cell_density.png
Scale: 3 px per µm. 9 x 11 tiles, from white (low) to dark blue (high), 0 to 100% covered.
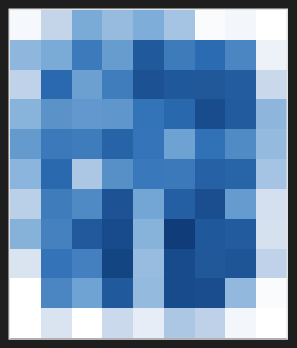
power_grid.png
Scale: 3 px per µm. Pins as bars on the die edge. Tap cells in grey.
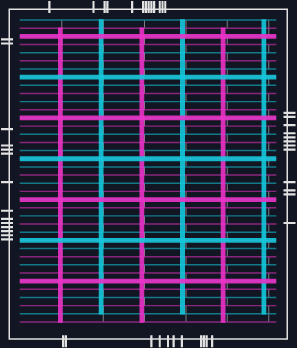
flops_by_reg.png
Scale: 4 px per µm. Other sequential cells in the stronger grey, the rest of the logic in the fainter grey.
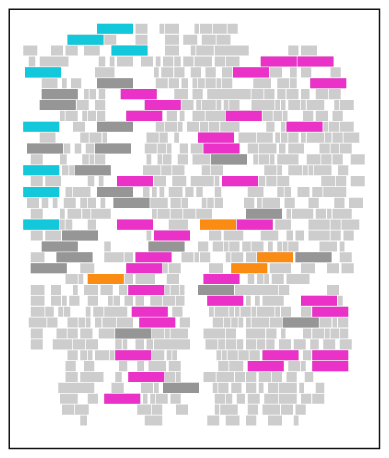
clocks.png
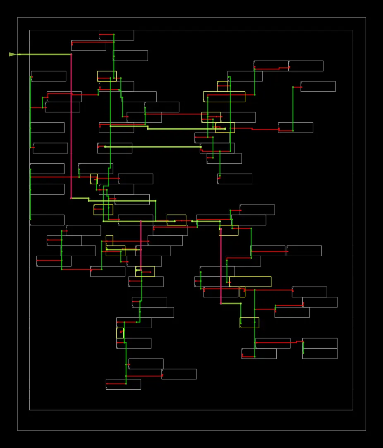
## src/rtl/e_clk_phase_gen_pkg.sv

```systemverilog
// Shared definitions for the 6809 E-clock phase generator: default sizing and
// the per-tap delay state encoding.
package e_clk_phase_gen_pkg;

    localparam int NUM_TAPS_DEF  = 4;
    localparam int DLY_W_DEF     = 8;
    localparam int STALL_CYC_DEF = 200;

    typedef enum logic {
        TAP_IDLE    = 1'b0,
        TAP_PENDING = 1'b1
    } tap_state_e;

endpackage

```

## src/rtl/e_clk_tap.sv

```systemverilog
// One delayed copy of E: each edge pulse is replayed on o_tap after i_dly+1
// cycles, with a newer edge flushing any still-pending one.
//
// state       | meaning
// TAP_IDLE    | no edge in flight, o_tap holds the last applied level
// TAP_PENDING | edge captured, cnt_q counting down to the moment lvl_q is applied
module e_clk_tap
    import e_clk_phase_gen_pkg::*;
#(
    parameter int DLY_W = DLY_W_DEF
) (
    input  logic             i_clk,
    input  logic             i_rst_n,
    input  logic             i_edge,
    input  logic             i_level,
    input  logic [DLY_W-1:0] i_dly,
    output logic             o_tap
);

    tap_state_e       state_q, state_d;
    logic [DLY_W-1:0] cnt_q, cnt_d;
    logic             lvl_q, lvl_d;
    logic             tap_q, tap_d;

    always_ff @(posedge i_clk or negedge i_rst_n) begin
        if (!i_rst_n) begin
            state_q <= TAP_IDLE;
            cnt_q   <= '0;
            lvl_q   <= 1'b0;
            tap_q   <= 1'b0;
        end else begin
            state_q <= state_d;
            cnt_q   <= cnt_d;
            lvl_q   <= lvl_d;
            tap_q   <= tap_d;
        end
    end

    always_comb begin
        state_d = state_q;
        cnt_d   = cnt_q;
        lvl_d   = lvl_q;
        tap_d   = tap_q;

        if (state_q == TAP_PENDING) begin
            if (cnt_q == '0) begin
                tap_d   = lvl_q;
                state_d = TAP_IDLE;
            end else begin
                cnt_d = cnt_q - 1'b1;
            end
        end

        if (i_edge) begin
            // A new edge forces out the pending level now so no edge is lost.
            if (state_q == TAP_PENDING) begin
                tap_d = lvl_q;
            end
            if ((i_dly == '0) && (state_q == TAP_IDLE)) begin
                tap_d   = i_level;
                state_d = TAP_IDLE;
            end else begin
                lvl_d   = i_level;
                state_d = TAP_PENDING;
                cnt_d   = (i_dly == '0) ? '0 : i_dly - 1'b1;
            end
        end
    end

    assign o_tap = tap_q;

endmodule

```

## src/rtl/e_clk_phase_gen.sv

```systemverilog
// 6809 E-clock phase generator: synchronises E, emits edge pulses, delayed taps
// and the E-high length. Optional stuck-E detector under E_CLK_STALL_DETECT_EN.
module e_clk_phase_gen
    import e_clk_phase_gen_pkg::*;
#(
    parameter int NUM_TAPS  = NUM_TAPS_DEF,
    parameter int DLY_W     = DLY_W_DEF,
    parameter int STALL_CYC = STALL_CYC_DEF
) (
    input  logic                      i_clk,
    input  logic                      i_rst_n,
    input  logic                      i_e_clk,
    input  logic [NUM_TAPS*DLY_W-1:0] i_tap_dly,
    output logic [NUM_TAPS-1:0]       o_e_tap,
    output logic                      o_e_rise,
    output logic                      o_e_fall,
    output logic [DLY_W-1:0]          o_e_high_cnt,
    output logic                      o_stall
);

    logic             e_meta, e_sync, e_hist;
    logic             rise_det, fall_det, edge_det;
    logic [DLY_W-1:0] high_cnt_q;

    assign rise_det = e_sync & ~e_hist;
    assign fall_det = ~e_sync & e_hist;
    assign edge_det = rise_det | fall_det;

    always_ff @(posedge i_clk or negedge i_rst_n) begin
        if (!i_rst_n) begin
            e_meta   <= 1'b0;
            e_sync   <= 1'b0;
            e_hist   <= 1'b0;
            o_e_rise <= 1'b0;
            o_e_fall <= 1'b0;
        end else begin
            e_meta   <= i_e_clk;
            e_sync   <= e_meta;
            e_hist   <= e_sync;
            o_e_rise <= rise_det;
            o_e_fall <= fall_det;
        end
    end

    // Restarts at 1 on the rise so the first high cycle is counted.
    always_ff @(posedge i_clk or negedge i_rst_n) begin
        if (!i_rst_n) begin
            high_cnt_q   <= '0;
            o_e_high_cnt <= '0;
        end else begin
            if (rise_det) begin
                high_cnt_q <= DLY_W'(1);
            end else if (e_sync && (high_cnt_q != '1)) begin
                high_cnt_q <= high_cnt_q + 1'b1;
            end
            if (fall_det) begin
                o_e_high_cnt <= high_cnt_q;
            end
        end
    end

    for (genvar k = 0; k < NUM_TAPS; k++) begin : g_tap
        e_clk_tap #(
            .DLY_W (DLY_W)
        ) u_tap (
            .i_clk   (i_clk),
            .i_rst_n (i_rst_n),
            .i_edge  (o_e_rise | o_e_fall),
            .i_level (o_e_rise),
            .i_dly   (i_tap_dly[k*DLY_W +: DLY_W]),
            .o_tap   (o_e_tap[k])
        );
    end

`ifdef E_CLK_STALL_DETECT_EN
    localparam int                HOLD_W   = $clog2(STALL_CYC + 1);
    localparam logic [HOLD_W-1:0] HOLD_MAX = HOLD_W'(STALL_CYC);

    logic [HOLD_W-1:0] hold_q;
    logic              stall_q;

    always_ff @(posedge i_clk or negedge i_rst_n) begin
        if (!i_rst_n) begin
            hold_q  <= '0;
            stall_q <= 1'b0;
        end else if (edge_det) begin
            hold_q  <= HOLD_W'(1);
            stall_q <= 1'b0;
        end else begin
            if (hold_q != HOLD_MAX) begin
                hold_q <= hold_q + 1'b1;
            end
            if (hold_q >= HOLD_MAX - 1'b1) begin
                stall_q <= 1'b1;
            end
        end
    end

    assign o_stall = stall_q;
`else
    assign o_stall = 1'b0;
`endif

endmodule
```

## config.mk

```make
export PLATFORM = sky130hd
export DESIGN_NAME = e_clk_phase_gen
export DESIGN_NICKNAME = d
export VERILOG_FILES = /design/src/rtl/e_clk_phase_gen_pkg.sv /design/src/rtl/e_clk_tap.sv /design/src/rtl/e_clk_phase_gen.sv
export SDC_FILE = /design/constraint.sdc
export NUM_CORES = 1
export LEC_CHECK = 0
export CAP_MARGIN = 30
export CORE_ASPECT_RATIO = 1.2
export CORE_MARGIN = 3
export CORE_UTILIZATION = 45
export CTS_CLUSTER_DIAMETER = 200
export DETAILED_ROUTE_END_ITERATION = 6
export PLACE_DENSITY_LB_ADDON = 0.25
export SLEW_MARGIN = 5
export SYNTH_ARGS = -nofsm -noshare
export SYNTH_HDL_FRONTEND = slang
export SYNTH_SLANG_ARGS = --single-unit
```

## constraint.sdc

```tcl
create_clock -name i_clk -period 1.97 [get_ports i_clk]
set_clock_uncertainty 0.2 [all_clocks]
set_input_delay 0.4925 -clock i_clk [delete_from_list [all_inputs] [get_ports i_clk]]
set_output_delay 0.4925 -clock i_clk [all_outputs]
set_load 0.02 [all_outputs]
```

==> flow_summary.json <==
{
  "status": "completed",
  "dpl_cell_area_mm2": 0.00521,
  "worstMarginPinSlew_ns": 0.507,
  "buffers_excl_clock": 139,
  "n_fill_cell": 719,
  "inverters": 25,
  "via_per_inst": 5.29,
  "rsz0062_at_grt": "false",
  "layout.cells.most_common": "buf_4",
  "taps": 117,
  "finalNetCount": 604,
  "finalPower_w": 0.00484,
  "place.gp.congestion": 0.872,
  "drv_slew": 0,
  "r2r-start": "g_tap[3].u_tap.cnt_q[2]",
  "avgSynthCellArea_um2": 9.57,
  "synth_top_cell_by_count": "dfrtp_1",
  "syn-num-nets": 471,
  "synth_stat.cells": 419,
  "min_path_type": "register to register",
  "worstHoldStart": "e_meta",
  "yosys.stat.seqShare_pct": 40.5,
  "final_layout_top_logic_cells": "buf_4, dfrtp_1, nor2_1",
  "worst_ep_arrival_time_ns": 1.97,
  "hold_depth": 0,
  "layout-drive-gt1-share_pct": 28.4,
  "dominant_cells": "multi-input combinational cells",
  "vias": 3568,
  "cts.path.max_buffers": 2,
  "ant_nets": 0,
  "power_frac_comb_pct": 36.7,
  "cts_hold_buf": 1,
  "drv_cap": 0,
  "clock_area_share_pct": 3.76,
  "postCtsSetupBuffers": 3,
  "finalHoldViolations": 0,
  "synthTopCellsByCount": "dfrtp_1, nor2_1, nand2_1",
  "r2r-end": "g_tap[3].u_tap.cnt_q[1]",
  "synth-async-reset-ratio_pct": 100,
  "io_buffers": 48,
  "synth-edff-count": 0,
  "synth_warnings": 0,
  "cp_max_fo": 4,
  "p_seq_share_pct": 38.0,
  "clkPwrFrac_pct": 25.2,
  "hold_end": "e_sync",
  "post-route-min-period_ns": 1.95,
  "drc": 0,
  "place_ws_ns": -0.714,
  "nonClkBufAreaFrac_pct": 20.8,
  "syn_area_mm2": 0.00401,
  "switchingPower_w": 0.00161,
  "fin_cells": 674,
  "yosysTopAreaCell": "dfrtp_1",
  "grt_usage_pct": 19.3,
  "grt_max_degree": 66,
  "setup_slack_ns": 0.0230,
  "drtIter0Drc": 149,
  "layout.area.comb_mm2": 0.00234,
  "crit_type": "input port to register",
  "logic_gate_count": 312,
  "warnings": 35,
  "rows": 37,
  "relSlewSlack_pct": 66.1,
  "fin_setup_tns_ns": 0,
  "area_delta_synth_final_pct": 39.6,
  "cts_tree": "done",
  "finalInstanceArea_mm2": 0.00560,
  "ys_types": 61,
  "worst_setup_path_end_kind": "register",
  "swShare_pct": 33.3,
  "power_density_mw_per_mm2": 864,
  "yosysChipArea_mm2": 0.00401,
  "setup_viol": 0,
  "topCellsByArea": "dfrtp_1, xnor2_1, ha_1",
  "wirelength_um": 9450,
  "chipArea_mm2": 0.0101,
  "flop_cell": "dfrtp_1",
  "reg2reg_depth": 4,
  "ys_seq_elements": 65,
  "required_ns": 1.99,
  "crit_path_start_kind": "input port",
  "comb_area_share_pct": 41.8,
  "cts_resized": 38,
  "cts-root-buf": "clkbuf_8",
  "n_clock_buffer": 10
}
Notes on cell_density.png above:
- mean over tiles: 54%
- nearly empty tiles: 5.1%
- fullest tile: 95%
Core Region: 0.00861 mm²
Core Util at FP: 46.6%

Notes on power_grid.png above:
- cyan: VDD
- magenta: VSS
- met4 straps: 6
- met5 straps: 7
- rows: 37
VDD IR-drop max: 455 µV
die y size: 109 µm
chip width: 92.2 µm

Notes on flops_by_reg.png above:
- cyan: o_e_high_cnt (flops 8; where north-west)
- magenta: g_tap.u_tap.cnt_q (flops 32)
- orange: g_tap.u_tap.lvl_q (flops 4)
Flop area: 0.00163 mm²
flop share of the area: 29.1%

Notes on clocks.png above:
flip-flops: 65
CTS Buf Count: 9
worst skew pair latency: 0.34 ns

==> power by group through the flow <==
stage	sequential [W]	combinational, W	clock [W]
after floorplan	0.00184	0.00107	0
after global placement	0.00184	0.00168	0
after detailed placement	0.00185	0.00172	0
after CTS	0.00183	0.00174	0.00125
after global routing	0.00188	0.00195	0.00132
final	0.00184	0.00178	0.00122
==> sequential cells by signal, indices dropped and copies added (netlist names), 4 cells and up, named ones only <==
| register | flops |
|---|---|
| o_e_high_cnt | 8 |
| g_tap.u_tap.lvl_q | 4 |
| g_tap.u_tap.cnt_q | 32 |
| high_cnt_q | 8 |
| g_tap.u_tap.state_q | 4 |
==> worst max-delay path, cell delays in order <==
cell	delay (ns)
clkdlybuf4s50_1	0.42
or4b_4	0.59
o21ai_4	0.17
buf_2	0.20
o22ai_1	0.09
==> per-layer routing <==
metal  GRT usage, %  routed length, µm  vias to the layer above
met4           6.90                124                        0
met2           35.2               4990                       68
met3           3.76                314                       13
met5              0                  0                        -
met1           22.7               4020                     1722
li1               -                  -                     1765
==> cells by family after synthesis <==
family / Yosys count / synth area share (%)
and+or+nand+nor: 154 / 20.4
AOI/OAI and AO/OA: 79 / 14.8
DFF: 65 / 40.5
xor gates and xnor gates: 45 / 9.83
buffers and inverters: 42 / 4.83
adders and majority gates: 17 / 5.30
muxes: 16 / 4.24
other: 1 / 0.0935
==> how the worst max path moves through the flow <==
stage                     slack [ns]                 endpoint           from  cells past startpoint
after floorplan                -0.04                 register   i_tap_dly[9]                      5
after global placement         -0.65                 register   i_tap_dly[9]                      6
after detailed placement       -0.71                 register   i_tap_dly[9]                      6
after CTS                      0.008                 register   i_tap_dly[8]                      6
after global routing          0.0009  g_tap[3].u_tap.cnt_q[6]  i_tap_dly[30]                      7
final                           0.02  g_tap[3].u_tap.cnt_q[3]  i_tap_dly[31]                      5
Power figures rest on the tool's default switching activity, not on a simulated workload.
